File: config.mk
export PLATFORM = sky130hd
export DESIGN_NAME = instr_fetch
export DESIGN_NICKNAME = d
export VERILOG_FILES = /design/src/rtl/mips_pkg.sv /design/src/rtl/fetch_buf.sv /design/src/rtl/instr_fetch.sv
export SDC_FILE = /design/constraint.sdc
export NUM_CORES = 1
export LEC_CHECK = 0
export ABC_AREA = 1
export CAP_MARGIN = 20
export CORE_MARGIN = 2
export CORE_UTILIZATION = 40
export CTS_CLUSTER_DIAMETER = 40
export DETAILED_ROUTE_END_ITERATION = 8
export PLACE_DENSITY = 0.68
export SLEW_MARGIN = 20
export SYNTH_ARGS = -nofsm -noshare
export SYNTH_HDL_FRONTEND = slang
export SYNTH_SLANG_ARGS = --single-unit
File: constraint.sdc
create_clock -name i_clk -period 5.86 [get_ports i_clk]
set_input_delay 0.586 -clock i_clk [delete_from_list [all_inputs] [get_ports i_clk]]
set_output_delay 0.586 -clock i_clk [all_outputs]
set_load 0.01 [all_outputs]
File: src/rtl/mips_pkg.sv
// Shared MIPS core definitions: datapath widths, the reset vector, the
// fetch-stage state encoding and the fetch-buffer entry layout.
package mips_pkg;

  localparam int PC_W    = 30;  // word-address width
  localparam int INSTR_W = 32;

  // Word address 0x0010_0000 == byte address 0x0040_0000.
  localparam logic [PC_W-1:0] RESET_PC_DEF = 30'h0010_0000;

  // Encoding 2'b11 is unused and recovers to IDLE.
  typedef enum logic [1:0] {
    IDLE = 2'b00,
    WAIT = 2'b01,
    DROP = 2'b10
  } fetch_state_t;

  typedef struct packed {
    logic [PC_W-1:0]    pc;
    logic [INSTR_W-1:0] instr;
  } fetch_entry_t;

endpackage

File: src/rtl/fetch_buf.sv
// Small FIFO of {PC, instr} entries between fetch and decode.
// Entry 0 is always the head; a pop shifts the rest down one slot.
// Push, pop and flush all resolve in one cycle; flush wins over both.
module fetch_buf
  import mips_pkg::*;
#(
  parameter int              DEPTH    = 2,
  parameter logic [PC_W-1:0] RESET_PC = RESET_PC_DEF,
  localparam int             CW       = $clog2(DEPTH + 1)
) (
  input  logic         clk,
  input  logic         rst,
  input  logic         flush,
  input  logic         push,
  input  fetch_entry_t push_data,
  input  logic         pop,
  output fetch_entry_t head,
  output logic [CW-1:0] count
);

  fetch_entry_t  mem [DEPTH];
  logic          pop_eff;
  logic          push_eff;
  logic [CW-1:0] wr_idx;

  assign pop_eff  = pop && (count != '0);
  assign wr_idx   = count - CW'(pop_eff);
  assign push_eff = push && (wr_idx != CW'(DEPTH));
  assign head     = mem[0];

  // Storage and occupancy update: shift on pop, then write the tail slot.
  always_ff @(posedge clk or posedge rst) begin
    if (rst) begin
      count <= '0;
      // NOTE: storage is reset here because the head entry drives o_PC/o_instr
      // directly, and those outputs have defined reset values.
      for (int i = 0; i < DEPTH; i++) begin
        mem[i] <= '{pc: RESET_PC, instr: '0};
      end
    end else if (flush) begin
      count <= '0;
    end else begin
      if (pop_eff) begin
        for (int i = 0; i < DEPTH - 1; i++) begin
          mem[i] <= mem[i+1];
        end
      end
      // A write to the same slot as a shift lands later and takes effect.
      if (push_eff) begin
        for (int i = 0; i < DEPTH; i++) begin
          if (wr_idx == CW'(i)) mem[i] <= push_data;
        end
      end
      count <= count - CW'(pop_eff) + CW'(push_eff);
    end
  end

endmodule

File: src/rtl/instr_fetch.sv
// Instruction-fetch stage: owns the PC, issues one outstanding word request
// at a time to instruction memory, buffers returned words toward decode and
// applies redirects from next-PC logic.
// Build option: define IFETCH_BUF2_EN for a 2-entry buffer (no bubble on a
// one-cycle decode stall); otherwise a single holding register is used.
module instr_fetch
  import mips_pkg::*;
#(
  parameter logic [PC_W-1:0] RESET_PC = RESET_PC_DEF
) (
  input  logic               i_clk,
  input  logic               i_rst,
  input  logic               i_PCSrc,
  input  logic [PC_W-1:0]    i_PCTarget,
  output logic               o_imem_req,
  output logic [PC_W-1:0]    o_imem_addr,
  input  logic               i_imem_ack,
  input  logic [INSTR_W-1:0] i_imem_data,
  output logic               o_valid,
  input  logic               i_ready,
  output logic [INSTR_W-1:0] o_instr,
  output logic [PC_W-1:0]    o_PC,
  output logic [PC_W-1:0]    o_PCPlus1
);

`ifdef IFETCH_BUF2_EN
  localparam int BUF_DEPTH = 2;
`else
  localparam int BUF_DEPTH = 1;
`endif
  localparam int CW = $clog2(BUF_DEPTH + 1);

  fetch_state_t    state_q, state_d;
  logic [PC_W-1:0] fpc_q, fpc_d;   // next fetch address
  logic [PC_W-1:0] rqa_q, rqa_d;   // outstanding request address

  fetch_entry_t    head;
  logic [CW-1:0]   count;
  logic [CW-1:0]   cnt_after_pop;
  logic            pop;
  logic            push;
  logic            space;

  assign pop           = o_valid && i_ready;
  assign cnt_after_pop = count - CW'(pop);
  // Room left after this cycle's pop and a push of the acked word.
  assign space         = (cnt_after_pop + CW'(1)) < CW'(BUF_DEPTH);

  fetch_buf #(
    .DEPTH    (BUF_DEPTH),
    .RESET_PC (RESET_PC)
  ) u_buf (
    .clk       (i_clk),
    .rst       (i_rst),
    .flush     (i_PCSrc),
    .push      (push),
    .push_data ('{pc: rqa_q, instr: i_imem_data}),
    .pop       (pop),
    .head      (head),
    .count     (count)
  );

  // Request sequencing: next state, fetch/request addresses and buffer push.
  always_comb begin
    // NOTE: every output of this block gets a default first, so no path can
    // leave one unassigned and infer a latch.
    state_d = state_q;
    fpc_d   = fpc_q;
    rqa_d   = rqa_q;
    push    = 1'b0;
    case (state_q)
      IDLE: begin
        if (i_PCSrc) begin
          fpc_d = i_PCTarget;
        end else if (cnt_after_pop < CW'(BUF_DEPTH)) begin
          rqa_d   = fpc_q;
          state_d = WAIT;
        end
      end
      WAIT: begin
        if (i_PCSrc) begin
          // Data acked alongside a redirect is simply not pushed.
          fpc_d   = i_PCTarget;
          state_d = i_imem_ack ? IDLE : DROP;
        end else if (i_imem_ack) begin
          push  = 1'b1;
          fpc_d = rqa_q + 1'b1;
          if (space) rqa_d = rqa_q + 1'b1;
          else       state_d = IDLE;
        end
      end
      DROP: begin
        // Stale request stays on the bus untouched until memory acks it.
        if (i_PCSrc)    fpc_d   = i_PCTarget;
        if (i_imem_ack) state_d = IDLE;
      end
      default: state_d = IDLE;
    endcase
  end

  // State and address registers; reset abandons any outstanding request.
  always_ff @(posedge i_clk or posedge i_rst) begin
    if (i_rst) begin
      state_q <= IDLE;
      fpc_q   <= RESET_PC;
      rqa_q   <= RESET_PC;
    end else begin
      // NOTE: sequential state uses non-blocking assignments so every
      // register samples pre-edge values regardless of statement order.
      state_q <= state_d;
      fpc_q   <= fpc_d;
      rqa_q   <= rqa_d;
    end
  end

  assign o_imem_req  = (state_q == WAIT) || (state_q == DROP);
  assign o_imem_addr = rqa_q;
  assign o_valid     = (count != '0);
  assign o_instr     = head.instr;
  assign o_PC        = head.pc;
  assign o_PCPlus1   = head.pc + 1'b1;

endmodule
**Run 1: clock network drawn from the DEF**

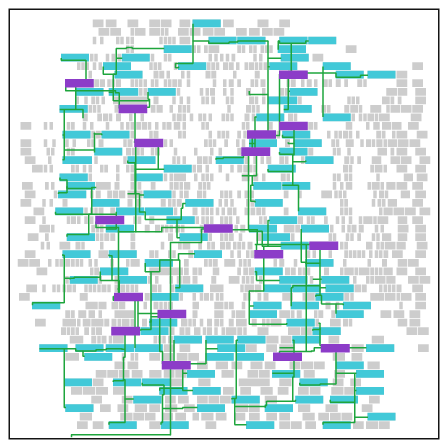
legend:
  cyan:
    item: flip-flops
    count: 125
  purple:
    item: clock drivers
    count: 17
  green:
    item: clock wires
    length: 1,660 µm
routed clock nets: 18
Max Clock Skew: 0.005033 ns
Latency at later pin: 0.41 ns
clock group share of total power: 18.9%
Clk power: 1.02 mW

**Run 1: nets reached from selected ports**

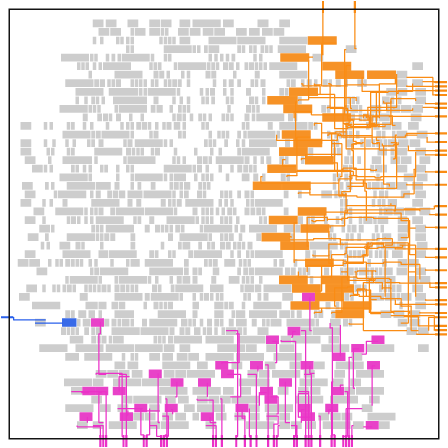
legend:
  blue:
    port: o_imem_req
    bits: 1
    direction: output
    end_cells: 1
    wire: 20.4 µm
  orange:
    port: o_PC
    bits: 30
    direction: output
    end_cells: 30
    wire: 1,930 µm
  magenta:
    port: i_imem_data
    bits: 32
    direction: input
    end_cells: 32
    wire: 797 µm
IO Port Bufs: 190
IO Count: 191

**Run 1: routed metal, one color a layer**

Bar = 50 µm.
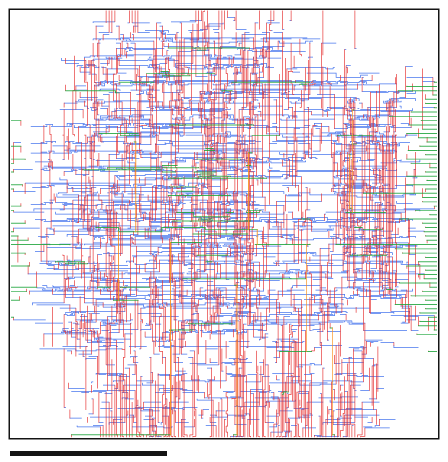
legend:
  red:
    layer: metal 2
    wire_length: 9,830 µm
  green:
    layer: metal 3
    wire_length: 1,170 µm
  blue:
    layer: metal 1
    wire_length: 9,500 µm
  orange:
    layer: metal 4
    wire_length: 306 µm
final wirelength: 20,810 µm
total number of vias: 6,731
GRT Total Usage: 23.39%
drt wl/cell: 15.24 µm

-- run 1: registers in the layout, summed over array words and instances, names as in the netlist --
signal       count
state_q          2
u_buf.count      1
o_imem_addr     30
u_buf.head      62
fpc_q           30
-- run 1: cell families after synthesis --
| logic type | Yosys count |
|---|---|
| DFF | 125 |
| xor gates and xnor gates | 29 |
| adders and majority gates | 5 |
| muxes | 32 |
| and+or+nand+nor | 561 |
| AOI/OAI and AO/OA | 84 |
| buffers and inverters | 112 |
-- run 1: cell type report --
| class | count | share of cell area, % |
|---|---|---|
| clock buffers | 24 | 4.994 |
| repair buffers | 196 | 20.39 |
| multi-input cells | 711 | 35.30 |
| inverters | 77 | 3.022 |
| flip-flops and latches | 125 | 32.47 |
| clock inverters | 7 | 0.9080 |
| well taps | 225 | 2.919 |
-- run 1: metrics by stage --
step | hold WS (ns) | cells | cell area, µm² | utilization (%) | setup slack [ns]
after floorplan | 0.4473 | 948 | 6989 | - | 1.951
after global placement | 0.4575 | 1333 | 9049 | 52.68 | 2.823
after detailed placement | 0.4596 | 1333 | 9049 | 52.68 | 2.820
after CTS | 0.4811 | 1364 | 9618 | 56.00 | 2.744
after global routing | 0.4890 | 1365 | 9646 | 56.16 | 2.491
final | 0.4764 | 1365 | 9646 | 56.16 | 2.780
-- run 1: cells in the mapped netlist, drive strengths merged --
cell type and number:
nor3b 2, o21ai 66, buf 24, nand3b 3
o211ai 2, nand2 300, clkbuf 11, nand3 76
mux2 32, o22ai 4, inv 77, xnor2 7
nand4 8, ha 5, nor3 8, and2 2
dfrtp 122, dfstp 3, nor2 161, or2 1
xor2 22, a21oi 12
-- run 1: tightest hold or removal path, stage by stage, from the launching register on --
cell and delay, ns:
dfrtp_1 0.34, nand2_1 0.05, nand2_1 0.06
==> changes_impl.md, run 1 <==
### Implementation results

* Critical path endpoint: o_PCPlus1[29]
* Hold path start: fpc_q[23]
* Number of OpenROAD warnings at 28
* Max Used Layer: met4
* Share of layout cells above drive strength 1 at 6.842%
* Status: complete, no violations
* Pwr Total at 5.389 mW
* Final Setup Violations at 0
* Register-to-register path setup slack at around 2.9 ns
* Most Frequent Cell on Critical Path: nand2_1
* Most used logic cell in the final layout: nand2_1
* Number of buffers and inverters on the critical path at 1
* Critical Path Start: u_buf.head[40]
* # fillers at 1,630
* XORs/XNORs by Area at 3.634%
* Largest cells by area: dfrtp_1, nand2_1, nor2_1
* Met2 wire length at around 9800 µm
* Internal power at 3.211 mW
* Switch share at between 40% and 50%
* Core ar. at 17,180 µm²
* Count of unique library cells instantiated by Yosys at 30
* CP max-delay cell: clkdlybuf4s50_1
* Crit Path Category: register to primary output
* First-pass GRT wire length at 33,620 µm
* Placement Rows at 48
* Top logic family: simple AND/OR/NAND/NOR gates
* H-Tree Depth at 4
* Worst Tran Pin Value at ~0.9 ns
* Min-delay worst type: register to register
* Setup repair bufs after CTS at 0
* Area leader, netlist: dfrtp_1
* Fin. Hold Viols at 0
* Root Driver: clkbuf_16
* Sw Pwr at 2.178 mW
**Run 1: cell placement**

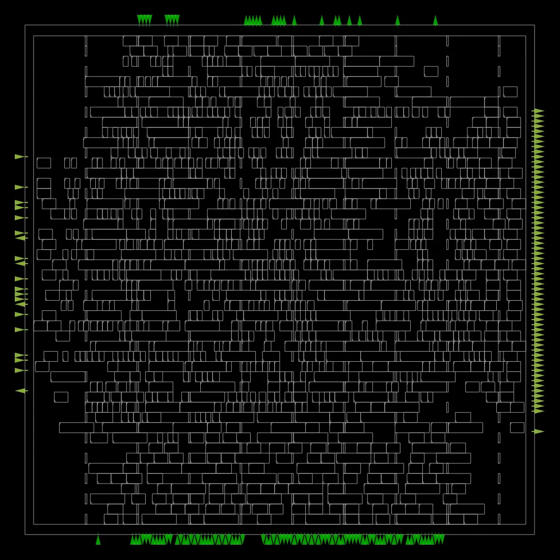

==> run 1 -> run 2 <==
- PLACE_DENSITY: 0.68 -> 0.71
- clock period: 5.86 -> 2.5 ns (I/O delays scaled with it)
**Run 2: cell placement**

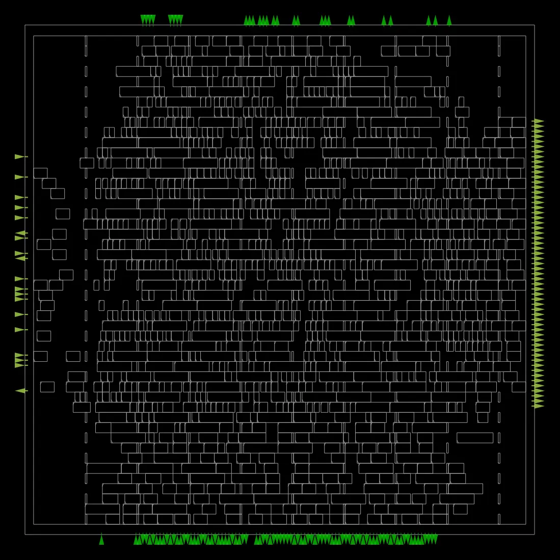
Core ar.: 17,180 µm²
fin cells: 1,381
tapcell count: 225

==> run 2 against run 1 <==
Compared with the run above:
- critical path depth decreased by 1
- largest power group unchanged
- area after synthesis is the same
- register-to-register slack lost 2.5 ns
- highest routed layer unchanged
- sequential power rose by 130%
==> changes_impl.md, run 2 <==
### Implementation results

* First-pass GRT wire length at 33,400 µm
* Total number of vias at 6,813
* Register-to-register path setup slack at between 0.4 and 0.5 ns
* Placed insts at roughly 1,300
* Synth top cells by count: nand2_1, nor2_1, dfrtp_1, nand3_1, inv_1
* Placement Rows at 48
* Crit Path Category: register to primary output
* Met2 wire length at 9894 µm
* IO Port Bufs at 190
* Number of buffers and inverters on the critical path at 2
* Area leader, netlist: dfrtp_1
* Min-delay worst type: input pin to asynchronous set/reset pin
* Final Worst Setup Slack at 0.04897 ns
* Drt wl/cell at 15.24 µm
* Max Clock Skew at 0.01015 ns
* Synth async-reset ratio at 100.0%
* Top FF cell, synth: dfrtp_1
* Fin util at 57.90%
* GRT Total Usage at a little under a quarter
* Post-Place Cell Area at about 9000 µm²
* Final Setup Violations at 0
* Final wirelength at 21,050 µm
* Final hold slack at 0.3202 ns
* Pre-CTS WS at 0.3197 ns
* Fin. Hold Viols at 0
* Root Driver: clkbuf_16
* Number of OpenROAD warnings at 29
* Finished Cell Area at 9946 µm²
* Share of layout cells above drive strength 1 at approximately 11%
* CP max-delay cell: clkdlybuf4s50_1
* # fillers at 1,607
* Yosys top cell by instances: nand2_1
* Count of unique library cells instantiated by Yosys at 30
* Max Used Layer: met4
* Max FFs per register at 62
* Most used logic cell in the final layout: nand2_1
* Worst Tran Pin Value at slightly above 0.6 ns
* Status: complete, no violations
run 2: worst reg2reg max path, cell delays in order, from the launching register on:
cell	delay [ns]
dfrtp_1	0.41
inv_1	0.09
ha_1	0.26
inv_2	0.06
nor2_2	0.17
nand3_4	0.43
buf_12	0.38
nand2_1	0.09
o21ai_0	0.08
run 2: logic make-up (layout without fill, tap and decap cells):
group,Yosys count,count (layout),synth area share (%)
compound gates,84,84,6.158
flops,125,125,44.81
fa+ha+maj,5,5,0.8951
xor+xnor,29,29,3.634
buf+inv,112,320,6.731
simple gates,561,561,32.62
mux,32,32,5.156
run 2: worst max path at each step:
stage	startpoint	end	slack, ns	depth (start not counted)
after floorplan	i_rst	fpc_q[0]	0.71	1
after global placement	u_buf.head[41]	o_PCPlus1[13]	0.31	7
after detailed placement	u_buf.head[32]	o_PCPlus1[28]	0.32	6
after CTS	u_buf.head[38]	o_PCPlus1[29]	0.005	8
after global routing	u_buf.head[35]	o_PCPlus1[27]	-0.09	7
final	u_buf.head[33]	o_PCPlus1[4]	0.05	6
run 2: what timing repair did:
action | CTS | global route
pin swaps | 0 | 6
hold buffers | 0 | 0
buffers inserted | 3 | 6
resized | 15 | 38
endpoints found under the setup margin | 12 | 19
run 2: area by class of cell:
cell class                 count  area share [%]
clock buffer                  24           4.843
clock inverter                 7          0.8806
inverter                      77           2.944
multi-input combinational    711           35.00
sequential                   125           31.69
tap                          225           2.831
timing repair buffer         212           21.81
run 2: power breakdown:
part / leakage (nW) / switching [mW] / total, mW / internal [mW]
Clock: 0.280 / 0.837 / 2.37 / 1.53
Sequential: 1.51 / 1.01 / 4.08 / 3.07
Combinational: 2.75 / 3.32 / 6.42 / 3.10
Total: 4.54 / 5.17 / 12.9 / 7.70
**Run 2: clock network drawn from the DEF**

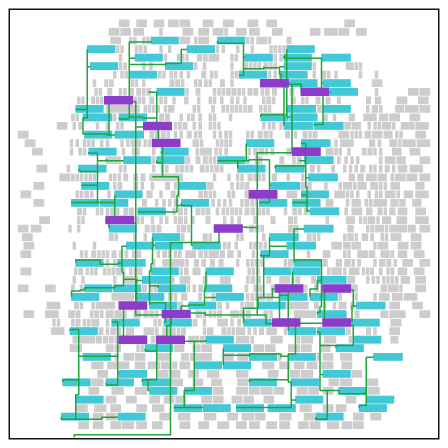

==> run 2 -> run 3 <==
- ABC_AREA: 1 -> unset
- CTS_CLUSTER_SIZE: unset -> 8
- GPL_ROUTABILITY_DRIVEN: unset -> 1
- PLACE_DENSITY: 0.71 -> 0.72
**Run 3: clock network drawn from the DEF**

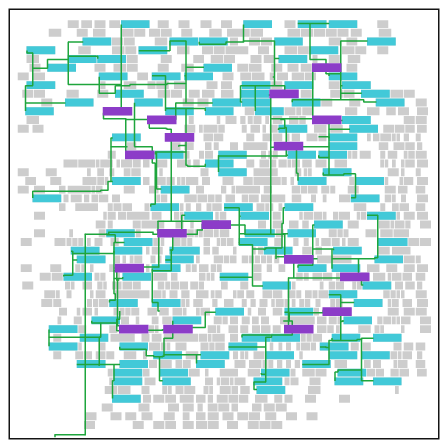
legend:
  cyan:
    item: flip-flops
    count: 125
  green:
    item: clock wires
    length: 1,670 µm
  purple:
    item: clock drivers
    count: 17
routed clock nets: 18
Clk power: 2.60 mW
Max Clock Skew: 0.008496 ns
clock group share of total power: 19.6%

==> run 3 against run 2 <==
Compared with the run above:
- synthesized cell count shrank 29%
- non-clock buffer count up 43
- maximum frequency rose by 1.3%
- flip-flop count unchanged
- area after synthesis fell by 3.9%
- routed wire length is 9.2% lower
- clock skew fell by 0.0017 ns
- combinational power up 6.1%
- die area shrank 3.8%
- critical path type unchanged
- largest cell class unchanged
- largest power group unchanged
- highest routed layer unchanged
==> changes_impl.md, run 3 <==
### Implementation results

* Cts repair resizes at 27
* Fin cells at 1,132
* Synth top cells by count: dfrtp_1, nand2_1, mux2_2, nor2_1, nand3_1
* Finished Cell Area at 9905 µm²
* Yosys top cell by instances: dfrtp_1
* Largest cells by area: dfrtp_1, mux2_2, xnor2_1
* Post-synth EDFFs at 0
* Fin. Hold Viols at 0
* Pwr Total at between 10 and 15 mW
* Placement Rows at 47
* Min-delay worst type: input pin to asynchronous set/reset pin
* H-Tree Depth at 4
* Worst Tran Pin Value at 0.6509 ns
* Max Used Layer: met4
* GRT Total Usage at 22.12%
* Top FF cell, synth: dfrtp_1
* Share of layout cells above drive strength 1 at 20.83%
* IO Port Bufs at approximately 190
* IO Count at 191
* Fin util at 59.94%
* Final hold slack at 0.3204 ns
* Area leader, netlist: dfrtp_1
* Post-Place Cell Area at 9258 µm²
* Core ar. at about 17,000 µm²
* Status: complete, no violations
## run 3: final timing paths
path                                      start               to  slack [ns]  cells after the start
worst max-delay path             u_buf.head[38]    o_PCPlus1[14]        0.08                      6
worst min-delay path                      i_rst   u_buf.head[13]        0.32                      3
worst max register to register  o_imem_addr[10]  o_imem_addr[24]        0.22                      6
worst min register to register         fpc_q[0]         fpc_q[0]        0.47                      2
max in group asynchronous                 i_rst   u_buf.head[52]        1.84                      3
min in group i_clk               i_PCTarget[19]        fpc_q[19]        0.43                      3
## run 3: power breakdown
part | leakage (nW) | internal [mW] | switching (mW)
clock | 0.303 | 1.67 | 0.934
combinational | 2.29 | 3.59 | 3.23
sequential | 1.48 | 3.05 | 0.825
## run 3: worst max-delay path: stages (launching register included)
cell and delay (ns):
dfrtp_1 0.36, nand4_1 0.22, or3_4 0.50, buf_4 0.18, nor2_1 0.13, xnor2_1 0.13
clkdlybuf4s15_1 0.25
## run 3: kinds of logic (layout without fill, tap and decap cells)
| logic type | count (synthesis) | count (layout) | synth area share (%) |
|---|---|---|---|
| AND-OR/OR-AND | 145 | 145 | 14.19 |
| XOR/XNOR | 52 | 52 | 6.778 |
| adder cells (fa/ha/maj) | 5 | 5 | 0.9311 |
| buffers and inverters | 66 | 304 | 3.966 |
| flip-flops | 125 | 125 | 46.61 |
| multiplexers | 60 | 60 | 9.981 |
| AND/OR/NAND/NOR | 221 | 221 | 17.54 |
## run 3: cell type report
cell class	instances	area (µm²)	area share [%]
Multi-Input combinational cell	483	3388	34.21
Tap cell	220	275.3	2.779
Timing Repair Buffer	255	2421	24.44
Sequential cell	125	3132	31.62
Inverter	17	67.56	0.6822
Clock buffer	17	425.4	4.295
Clock inverter	15	195.2	1.971
Power figures rest on the tool's default switching activity, not on a simulated workload.
